[src/rtl/capture_pkg.sv]
// Shared types and constants for the capture RAM readout path.
package capture_pkg;

    typedef enum logic [1:0] {
        IDLE,
        READ,
        DRAIN,
        FIN
    } state_t;

    localparam int         DEF_ADDR_W = 18;
    localparam int         DEF_DATA_W = 8;
    localparam logic [7:0] HDR_SYNC   = 8'hA5;
    localparam int         HDR_LEN    = 4;

    // Header byte idx of a readout: sync, then length little-endian, zero-padded.
    function automatic logic [7:0] hdr_byte(input logic [1:0] idx, input logic [23:0] len);
        case (idx)
            2'd0:    hdr_byte = HDR_SYNC;
            2'd1:    hdr_byte = len[7:0];
            2'd2:    hdr_byte = len[15:8];
            default: hdr_byte = len[23:16];
        endcase
    endfunction

endpackage

[src/rtl/capture_readout_if.sv]
// RAM read port and outgoing byte stream of the capture readout block.
interface capture_readout_if #(
    parameter int ADDR_W = capture_pkg::DEF_ADDR_W,
    parameter int DATA_W = capture_pkg::DEF_DATA_W
);
    logic              ram_en;
    logic [ADDR_W-1:0] ram_addr;
    logic [DATA_W-1:0] ram_din;
    logic [DATA_W-1:0] m_data;
    logic              m_valid;
    logic              m_ready;

    modport master (output ram_en, ram_addr, m_data, m_valid, input ram_din, m_ready);
    modport slave  (input ram_en, ram_addr, m_data, m_valid, output ram_din, m_ready);
endinterface

[src/rtl/readout_fifo2.sv]
// Two-entry first-word-fall-through FIFO used as the readout prefetch buffer.
module readout_fifo2
    import capture_pkg::*;
#(
    parameter int DATA_W = DEF_DATA_W
) (
    input  logic              clk,
    input  logic              reset,
    input  logic              wr_en,
    input  logic [DATA_W-1:0] wr_data,
    input  logic              rd_en,
    output logic [DATA_W-1:0] rd_data,
    output logic              full,
    output logic              empty,
    output logic [1:0]        count
);
    logic                   wr_ptr_reg, rd_ptr_reg;
    logic [1:0]             count_reg;
    logic                   do_wr, do_rd;
    logic [1:0][DATA_W-1:0] entry_data;

    assign do_rd = rd_en && (count_reg != 2'd0);
    // A write into a full FIFO lands in the head slot that this cycle's pop frees.
    assign do_wr = wr_en && ((count_reg != 2'd2) || do_rd);

    genvar gi;
    generate
        for (gi = 0; gi < 2; gi++) begin : g_entry
            logic [DATA_W-1:0] data_reg;
            always_ff @(posedge clk or posedge reset) begin
                if (reset) begin
                    data_reg <= '0;
                end else if (do_wr && (wr_ptr_reg == 1'(gi))) begin
                    data_reg <= wr_data;
                end
            end
            assign entry_data[gi] = data_reg;
        end
    endgenerate

    always_ff @(posedge clk or posedge reset) begin
        if (reset) begin
            wr_ptr_reg <= 1'b0;
            rd_ptr_reg <= 1'b0;
            count_reg  <= 2'd0;
        end else begin
            if (do_wr) wr_ptr_reg <= ~wr_ptr_reg;
            if (do_rd) rd_ptr_reg <= ~rd_ptr_reg;
            case ({do_wr, do_rd})
                2'b10:   count_reg <= count_reg + 2'd1;
                2'b01:   count_reg <= count_reg - 2'd1;
                default: count_reg <= count_reg;
            endcase
        end
    end

    assign rd_data = entry_data[rd_ptr_reg];
    assign full    = (count_reg == 2'd2);
    assign empty   = (count_reg == 2'd0);
    assign count   = count_reg;
endmodule

[src/rtl/capture_readout.sv]
// Reads a programmed window out of the circular capture RAM and streams it as bytes.
// Define CAPTURE_READOUT_HEADER_EN to prefix every readout with a 4-beat header.
module capture_readout
    import capture_pkg::*;
#(
    parameter int ADDR_W = DEF_ADDR_W,
    parameter int DATA_W = DEF_DATA_W
) (
    input  logic              clk,
    input  logic              reset,
    input  logic              start,
    input  logic [ADDR_W-1:0] start_addr,
    input  logic [ADDR_W:0]   length,
    output logic              busy,
    output logic              done,
    capture_readout_if.master bus
);
    localparam int CNT_W = ADDR_W + 2;
`ifdef CAPTURE_READOUT_HEADER_EN
    localparam int HDR_BEATS = HDR_LEN;
`else
    localparam int HDR_BEATS = 0;
`endif
    localparam logic [ADDR_W-1:0] ADDR_ONE = 1;
    localparam logic [ADDR_W:0]   REM_ONE  = 1;
    localparam logic [CNT_W-1:0]  CNT_ONE  = 1;

    state_t            state_reg, state_next;
    logic [ADDR_W-1:0] addr_reg, addr_next;
    logic [ADDR_W:0]   remaining_reg, remaining_next;
    logic [CNT_W-1:0]  beats_reg, beats_next;
    logic              inflight_reg;
    logic              accept, fifo_pop, room;
    logic              hdr_active;
    logic [DATA_W-1:0] hdr_data, fifo_data;
    logic              fifo_full, fifo_empty;
    logic [1:0]        fifo_count;

    readout_fifo2 #(.DATA_W(DATA_W)) u_fifo (
        .clk     (clk),
        .reset   (reset),
        .wr_en   (inflight_reg),
        .wr_data (bus.ram_din),
        .rd_en   (fifo_pop),
        .rd_data (fifo_data),
        .full    (fifo_full),
        .empty   (fifo_empty),
        .count   (fifo_count)
    );

`ifdef CAPTURE_READOUT_HEADER_EN
    logic [2:0]      hdr_left_reg;
    logic [ADDR_W:0] len_reg;

    assign hdr_active = (hdr_left_reg != 3'd0);
    assign hdr_data   = DATA_W'(hdr_byte(2'(HDR_LEN - int'(hdr_left_reg)), 24'(len_reg)));

    always_ff @(posedge clk or posedge reset) begin
        if (reset) begin
            hdr_left_reg <= 3'd0;
            len_reg      <= '0;
        end else if ((state_reg == IDLE) && start) begin
            hdr_left_reg <= 3'(HDR_LEN);
            len_reg      <= length;
        end else if (accept && hdr_active) begin
            hdr_left_reg <= hdr_left_reg - 3'd1;
        end
    end
`else
    assign hdr_active = 1'b0;
    assign hdr_data   = '0;
`endif

    assign bus.m_valid = hdr_active || !fifo_empty;
    assign bus.m_data  = hdr_active ? hdr_data : (fifo_empty ? '0 : fifo_data);
    assign accept      = bus.m_valid && bus.m_ready;
    assign fifo_pop    = accept && !hdr_active;
    // Occupancy is counted after this cycle's pop so a streaming sink sees no bubbles.
    assign room = fifo_full ? (fifo_pop && !inflight_reg)
                            : ((fifo_count == 2'd0) || fifo_pop || !inflight_reg);

    assign busy = (state_reg == READ) || (state_reg == DRAIN);
    assign done = (state_reg == FIN);

    always_ff @(posedge clk or posedge reset) begin
        if (reset) begin
            state_reg     <= IDLE;
            addr_reg      <= '0;
            remaining_reg <= '0;
            beats_reg     <= '0;
            inflight_reg  <= 1'b0;
        end else begin
            state_reg     <= state_next;
            addr_reg      <= addr_next;
            remaining_reg <= remaining_next;
            beats_reg     <= beats_next;
            inflight_reg  <= bus.ram_en;
        end
    end

    always_comb begin
        state_next     = state_reg;
        addr_next      = addr_reg;
        remaining_next = remaining_reg;
        beats_next     = beats_reg;
        bus.ram_en     = 1'b0;
        bus.ram_addr   = addr_reg;
        if (accept) beats_next = beats_reg - CNT_ONE;
        case (state_reg)
            IDLE: begin
                if (start) begin
                    beats_next = CNT_W'(length) + CNT_W'(HDR_BEATS);
                    state_next = ((length == '0) && (HDR_BEATS == 0)) ? FIN : READ;
                    // The first read goes out in the start cycle to meet first-beat latency.
                    if (length != '0) begin
                        bus.ram_en     = 1'b1;
                        bus.ram_addr   = start_addr;
                        addr_next      = start_addr + ADDR_ONE;
                        remaining_next = length - REM_ONE;
                    end else begin
                        remaining_next = '0;
                    end
                end
            end
            READ: begin
                if ((remaining_reg != '0) && room) begin
                    bus.ram_en     = 1'b1;
                    addr_next      = addr_reg + ADDR_ONE;
                    remaining_next = remaining_reg - REM_ONE;
                end
                if (remaining_reg == '0) state_next = DRAIN;
            end
            DRAIN:   state_next = DRAIN;
            FIN:     state_next = IDLE;
            default: state_next = IDLE;
        endcase
        if (busy && accept && (beats_reg == CNT_ONE)) state_next = FIN;
    end
endmodule

[src/flat_wrapper.sv]
// flat-port wrapper written by rule: the top's interface ports become plain ports
module capture_readout_flat import capture_pkg::*;
#(
    parameter int ADDR_W = DEF_ADDR_W,
    parameter int DATA_W = DEF_DATA_W
)
  (clk, reset, start, start_addr, length, busy, done, bus_ram_en, bus_ram_addr, bus_m_data, bus_m_valid, bus_ram_din, bus_m_ready);
  capture_readout_if #(.ADDR_W(ADDR_W), .DATA_W(DATA_W)) bus_i ();
  input  logic clk;
  input  logic reset;
  input  logic start;
  input  logic [ADDR_W-1:0] start_addr;
  input  logic [ADDR_W:0] length;
  output logic busy;
  output logic done;
  output wire logic [$bits(bus_i.ram_en)-1:0] bus_ram_en;
  output wire logic [$bits(bus_i.ram_addr)-1:0] bus_ram_addr;
  output wire logic [$bits(bus_i.m_data)-1:0] bus_m_data;
  output wire logic [$bits(bus_i.m_valid)-1:0] bus_m_valid;
  input wire logic [$bits(bus_i.ram_din)-1:0] bus_ram_din;
  input wire logic [$bits(bus_i.m_ready)-1:0] bus_m_ready;
  assign bus_ram_en = bus_i.ram_en;
  assign bus_ram_addr = bus_i.ram_addr;
  assign bus_m_data = bus_i.m_data;
  assign bus_m_valid = bus_i.m_valid;
  assign bus_i.ram_din = bus_ram_din;
  assign bus_i.m_ready = bus_m_ready;
  capture_readout #(.ADDR_W(ADDR_W), .DATA_W(DATA_W)) u_core (.clk(clk), .reset(reset), .start(start), .start_addr(start_addr), .length(length), .busy(busy), .done(done), .bus(bus_i));
endmodule
[config.mk]
export PLATFORM = sky130hd
export DESIGN_NAME = capture_readout_flat
export DESIGN_NICKNAME = d
export VERILOG_FILES = /design/src/rtl/capture_pkg.sv /design/src/rtl/capture_readout_if.sv /design/src/rtl/readout_fifo2.sv /design/src/rtl/capture_readout.sv /design/src/flat_wrapper.sv
export SDC_FILE = /design/constraint.sdc
export NUM_CORES = 1
export LEC_CHECK = 0
export ABC_AREA = 1
export CAP_MARGIN = 20
export CORE_MARGIN = 3
export CORE_UTILIZATION = 40
export CTS_CLUSTER_DIAMETER = 50
export DETAILED_ROUTE_END_ITERATION = 8
export MAX_ROUTING_LAYER = met4
export PLACE_DENSITY_LB_ADDON = 0.05
export SLEW_MARGIN = 20
export SYNTH_ARGS = -nofsm -noshare
export SYNTH_HDL_FRONTEND = slang
export SYNTH_SLANG_ARGS = --single-unit
export TNS_END_PERCENT = 20
[constraint.sdc]
create_clock -name clk -period 2.1 [get_ports clk]
set_input_delay 0.21 -clock clk [delete_from_list [all_inputs] [get_ports clk]]
set_output_delay 0.21 -clock clk [all_outputs]
set_load 0.005 [all_outputs]
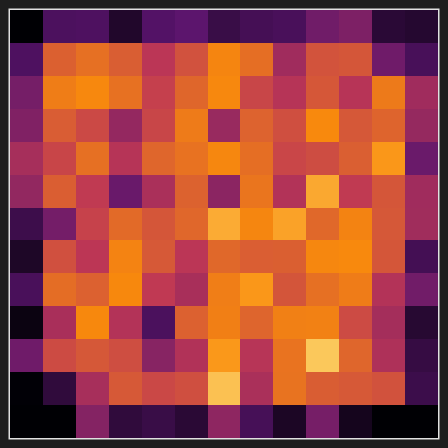
*Placement density heat map, run 1*
13 x 13 tiles, from black (low) to pale yellow (high), 0 to 100% covered.
tiles over 75% full: 4.7%
fullest tile: 88%
emptiest ninth of the die: lower left
mean over tiles: 48%
nearly empty tiles: 3.6%
core area: 0.0142 mm²
core utilization at floorplan: 41.7%
utilization after layout: 57.0%

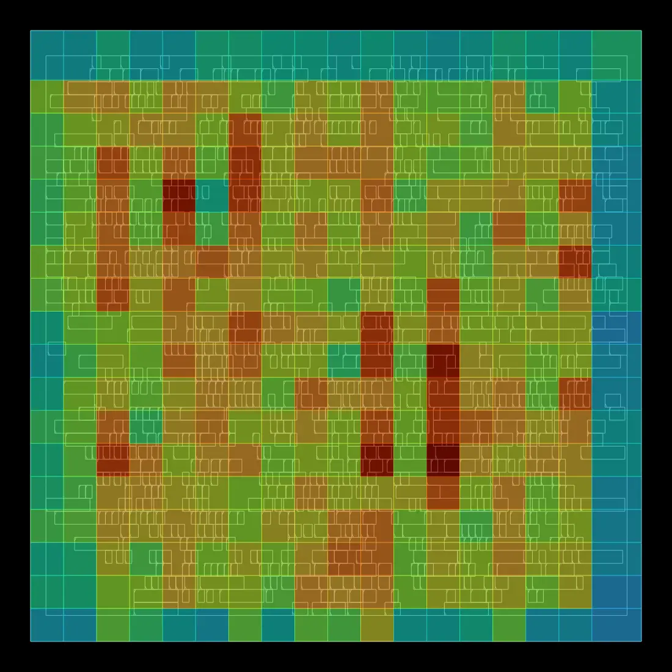
*Congestion heat map, run 1*
global-route met3 utilization: 3.25%
met1 usage in global routing: 31.1%

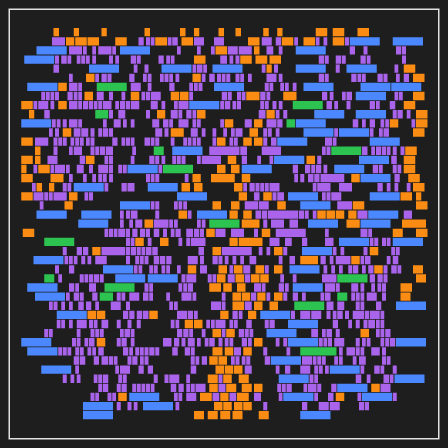
*Cells coloured by class, run 1*
legend:
  purple:
    class: combinational and other logic
    cells: 824
    share_of_their_area: 50%
  orange:
    class: other buffers and delay cells
    cells: 192
    share_of_their_area: 20%
  blue:
    class: flops
    cells: 80
    share_of_their_area: 25%
  green:
    class: clock drivers and dummy loads
    cells: 16
    share_of_their_area: 4.0%
Layout Cell Area excl Fill: 0.00810 mm²
number of placement rows: 43

==> run summary, run 1 <==
Item: results of the latest flow run.

- The share of async-settable or async-resettable flops after synthesis is 100%.
- The distinct cell type count of the synthesized netlist is 38.
- The cell sequence reported for the critical path is buf_6 > inv_4 > ha_4 > nand2_4 > clkinv_4 > nand2_4 > buf_12 > buf_4 > mux2_2 > buf_2.
- The layout has 112 inverters outside the clock class.
- The initial antenna violation count was 0.
- The global route total overflow is 0.
- The max-capacitance violation count is 0.
- Sequential cells were found to cover 33.8% of the synthesized design area.
- From synthesis to final layout, the design area changed by 36.8%.
- Summing the areas of all xor and xnor instances in the mapped netlist gives 4.73% of the synthesized area.
- The script logs the mean routed wire length per placed instance as 12.9 µm.
- The share of synthesized area in the top cell type comes to 33.8%.
- The clock buffer instance count of the final layout is 9.
- The group with the largest share of power is combinational cells.
- The maximum number of pins on one net before global-route repair is 81.
- The clock arrives with 0.00569 ns of skew.
- The number of nets handed over by synthesis was 987.
- The net count of the finished layout is 1,165.
- The number of filler instances in the final layout is 1,438.
- The final worst setup slack is -0.000449 ns.
- The horizontal die dimension is 128 µm.
- The most used standard cell by instance count after synthesis is sky130_fd_sc_hd__nand2_1.
- The post-route total power is 10.5 mW.
- The slowest stage of the critical path is the sky130_fd_sc_hd__dfrtp_1 cell.
- The number of hold-slack violations in the final timing report is 0.
- The layout report lists the multi-input gate area as 0.00353 mm².
- The clock group share of total power is 15.9%.
- The setup total negative slack is -0.000449 ns.
- The cell-mix breakdown from Yosys lists the compound-gate area share as 10.6%.
- The capture instance of the worst register-to-register path is u_core.addr_reg[14]$_DFFE_PP0P_.
- The critical path's most frequent cell is sky130_fd_sc_hd__nand2_4.
- The fraction of the cycle the final worst path needs is 100%.
- For this run, the number of Yosys warnings is 0.
- The power density over the cells is 1300 mW/mm².
- Among the non-sequential cells, simple AND/OR/NAND/NOR gates take the most area.
- The highest attainable clock frequency is 0.476 GHz.
- The critical path data required time is 1.89 ns.
- The sequential share of power is 28.1%.
- In the final layout, non-clock buffers account for 19.7% of the cell area.
- The number of buffers outside the clock class in the layout is 192.
- The synthesized area per cell is 6.37 µm².
- The adder-cell share of the synthesized area is 1.90%.
- The cell-mix breakdown from Yosys lists the simple-gate area share as 38.1%.
- The cell at the root of the clock tree is sky130_fd_sc_hd__clkbuf_16.
- The power attributed to combinational cells is 5.89 mW.
- The path depth of the worst reg2reg path is 15.
- The static leakage is 4.10 nW.
- The detailed-route wire length is 16,700 µm.
- Summed over all nets, the half-perimeter wirelength after detailed placement is 12,200 µm.
- The maximum fanout along the worst path is 6.
- Endpoints with negative setup slack in the final report add up to 1.
- According to the CTS report, the clock sink count is 80.
- The startpoint of the most critical register-to-register path is u_core.state_reg[0]$_DFFE_PP0P_.
- Looking at the post-CTS report, the setup buffer insertion count equals 18.
- The number of logged tool warnings is 31.
- The routed layout has 6,168 vias.
- On the final layout, the worst hold slack is 0.334 ns.
- At the pin with the least slew margin, the transition time is 0.470 ns.
- On the reported timing paths, the clock transition at the registers reads 0.07 ns.
- sky130_fd_sc_hd__dfrtp_1 takes more of the synthesized area than any other cell.
- The sequential share of cell area is 24.7%.
- The arrival time of data at the worst endpoint is listed as 1.89 ns.
- The script parses the final routing iteration and logs DRC violations as 0.
- During placement, the flow inserted port buffers numbering 78.
- The timing report lists the critical path depth as 10 cells.
- The amount of wire on met3 after detailed routing is 632 µm.
- The setup slack on the worst flop-to-flop path is 0.05 ns.
- The fraction of area in clock buffers and inverters is 3.85%.
- The vias per cell is 4.77.
- Per the CTS log, the maximum H-tree level is 3.
- The most used flip-flop cell after synthesis is sky130_fd_sc_hd__dfrtp_1.
- The final period demand of the worst path is 2.10 ns.
- Counting pins that exceed their max-slew limit in the final report gives 0.
- Clock tree synthesis inserted a total of 9 buffers.
- In the synthesis report, Yosys lists the chip area as 0.00592 mm².
- Per STA, the startpoint of the critical path is u_core.state_reg[0]$_DFFE_PP0P_.
- 712 cells are multi-input combinational gates.
- The area taken by sequential standard cells is reported as 0.00200 mm².
- The violation count after the first detailed-routing iteration is 425.
- The area fraction in mux cells is 1.14%.
- The post-place setup slack is -0.500 ns.
- For met2 alone, demand over resource in global routing was 32.1%.
- The worst hold-check path type is primary input to asynchronous set/reset pin.
- For the clock group, total power comes out at 1.67 mW.
- The cell type taking the most area is combinational gates.
- Setup repair after global routing could not meet its margin everywhere.
- The run finished, with violations left.
- Yosys mapped a number of flops with a built-in enable equal to 0.
- The kind of start point of the critical path is a register.
- The most congested layer reported by global routing is met2.
- Pin placement for this block handled 79 I/O pins.
- In this design, the largest share of critical-path delay is due to buffers and inverters.
- The highest-count logic cell in the final layout is sky130_fd_sc_hd__nand2_1.
- The total routed wire length on the met1 layer is 8500 µm.
- In the synthesized netlist, the number of instances is 929.
- The first-pass GRT wire length is 27,600 µm.
- The flip-flop count of the largest register, all copies and words added is 20.
- Per the post-run analysis, buffers plus inverters along the critical path come to 6.
- The routed wire length on met2 is 7380 µm.
- Per the detailed placement report, the placed cell area equals 0.00749 mm².
- For the sequential group, total power comes out at 2.95 mW.
- The max-slew headroom at the worst pin is 68.6%.
- The total of cells resized after clock tree synthesis is 124.
- The final reports fail on negative setup slack.
- After clock tree synthesis, the flow added hold-fix buffers numbering 0.
==> run 1 -> run 2 <==
SYNTH_HIERARCHICAL = 1   (was not set)
==> run summary, run 2 <==
Item: results of the latest flow run.

- Status: complete, no violations (was finished with violations).
- The post-detailed-placement cell area is 0.00757 mm² (was 0.00749 mm²).
- The number of buffers and inverters on the critical path is 4 (was 6).
- The via count of the routed design came to 6,256 (was 6,168).
- The detailed-route wire length was 18,400 µm (was 16,700 µm).
- The measured slew at the worst slew-check pin is 0.410 ns (was 0.470 ns).
- The number of hold-slack violations in the final timing report is 0 (unchanged).
- The proportion of final cell area spent on non-clock buffers is 21.3% (was 19.7%).
- The path depth of the worst reg2reg path came to 15 (unchanged).
- The maximum number of pins on one net before global-route repair is 38 (was 81).
- The number of buffer cells added on primary ports came to 78 (unchanged).
- The clock tree skew after final layout is 0.00701 ns (was 0.00569 ns).
- The first element of the critical path is u_core/state_reg[1]$_DFFE_PP0P_ (was u_core.state_reg[0]$_DFFE_PP0P_).
- RSZ-0062 raised after global routing: yes (unchanged).
- The count of multi-input gates was 681 (was 712).
- The fraction of post-synthesis cell area in the top cell type by area is 33.6% (was 33.8%).
- The number of setup buffers added after CTS is 25 (was 18).
- The number of synthesis warnings came to 6 (was 0).
- The number of logged tool warnings came to 33 (was 31).
- The logic area is 0.00363 mm² (was 0.00353 mm²).
- The layout overhead on the synthesized area is 40.6% (was 36.8%).
- The fraction of the cycle the final worst path needs is 96.7% (was 100%).
- The group with the largest share of power is combinational cells (unchanged).
- The DRC violation count after routing was 0 (unchanged).
- The initial antenna violation count is 0 (unchanged).
- The number of nets in the final layout is 1,151 (was 1,165).
- The setup total negative slack was 0 ns (was -0.000449 ns).
- The maximum fanout along the worst path is 6 (unchanged).
- The max-capacitance violation count is 0 (unchanged).
- The fraction of area in clock buffers and inverters was 3.50% (was 3.85%).
- The number of max-slew violations in the final report is 0 (unchanged).
- The number of buffers outside the clock class in the layout is 207 (was 192).
- The family with the most delay on the worst path is buffers and inverters (unchanged).
- The capture instance of the worst register-to-register path is u_core/addr_reg[15]$_DFFE_PP0P_ (was u_core.addr_reg[14]$_DFFE_PP0P_).
- The floorplan net count is 953 (was 987).
- The placed wire-length estimate after detailed placement came to 13,500 µm (was 12,200 µm).
- The static leakage was 4.11 nW (was 4.10 nW).
- The amount of wire on met3 after detailed routing is 796 µm (was 632 µm).
- The distinct cell type count of the synthesized netlist is 42 (was 38).
- The maximum level of the CTS H-tree is 3 (unchanged).
- The number of clock sinks is 80 (unchanged).
- The most used standard cell by instance count after synthesis is sky130_fd_sc_hd__nand2_1 (unchanged).
- The horizontal die dimension is 128 µm (about the same).
- The starting density of the core is 41.9% (was 41.7%).
- The number of filler instances in the final layout is 1,374 (was 1,438).
- The violation count after the first detailed-routing iteration is 423 (was 425).
- The final period demand of the worst path came to 2.03 ns (was 2.10 ns).
- The cell type taking the most area is combinational gates (unchanged).
- The cell type with the highest aggregate area in the netlist is sky130_fd_sc_hd__dfrtp_1 (unchanged).
- The power density over the cells is 1340 mW/mm² (was 1300 mW/mm²).
- The most used flip-flop cell after synthesis is sky130_fd_sc_hd__dfrtp_1 (unchanged).
- The dominant kind of combinational cell is simple AND/OR/NAND/NOR gates (unchanged).
- The synthesized area per cell is 6.66 µm² (was 6.37 µm²).
- The most congested layer reported by global routing is met2 (unchanged).
- The xor/xnor share of the synthesized area is 5.00% (was 4.73%).
- The total of cells resized after clock tree synthesis came to 76 (was 124).
- The slowest cell on the critical path is sky130_fd_sc_hd__dfrtp_1 (unchanged).
- The count of library flops with an enable pin is 0 (unchanged).
- The global route total overflow was 0 (unchanged).
- The clock group share of total power is 14.1% (was 15.9%).
- The number of ports placed on the die boundary was 79 (unchanged).
- The startpoint of the most critical register-to-register path is u_core/state_reg[1]$_DFFE_PP0P_ (was u_core.state_reg[0]$_DFFE_PP0P_).
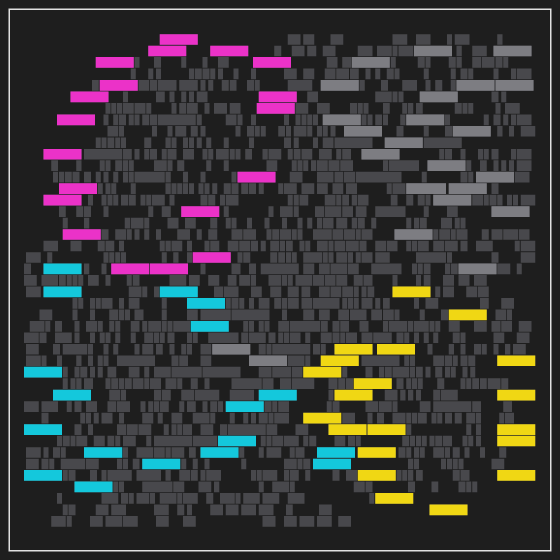
*Sequential cells grouped by signal name, run 2*
Other sequential cells in the stronger grey, the rest of the logic in the fainter grey.
legend:
  magenta:
    netlist_name: u_core/remaining_reg
    sequential_cells: 19
  yellow:
    netlist_name: u_core/beats_reg
    sequential_cells: 20
  cyan:
    netlist_name: u_core/addr_reg
    sequential_cells: 18
not coloured: 23
utilization after layout: 59.0%
sequential logic power: 2.91 mW
fraction of area in registers: 23.9%
Reg area: 0.00200 mm²

Power and IR drop assume default switching activity.
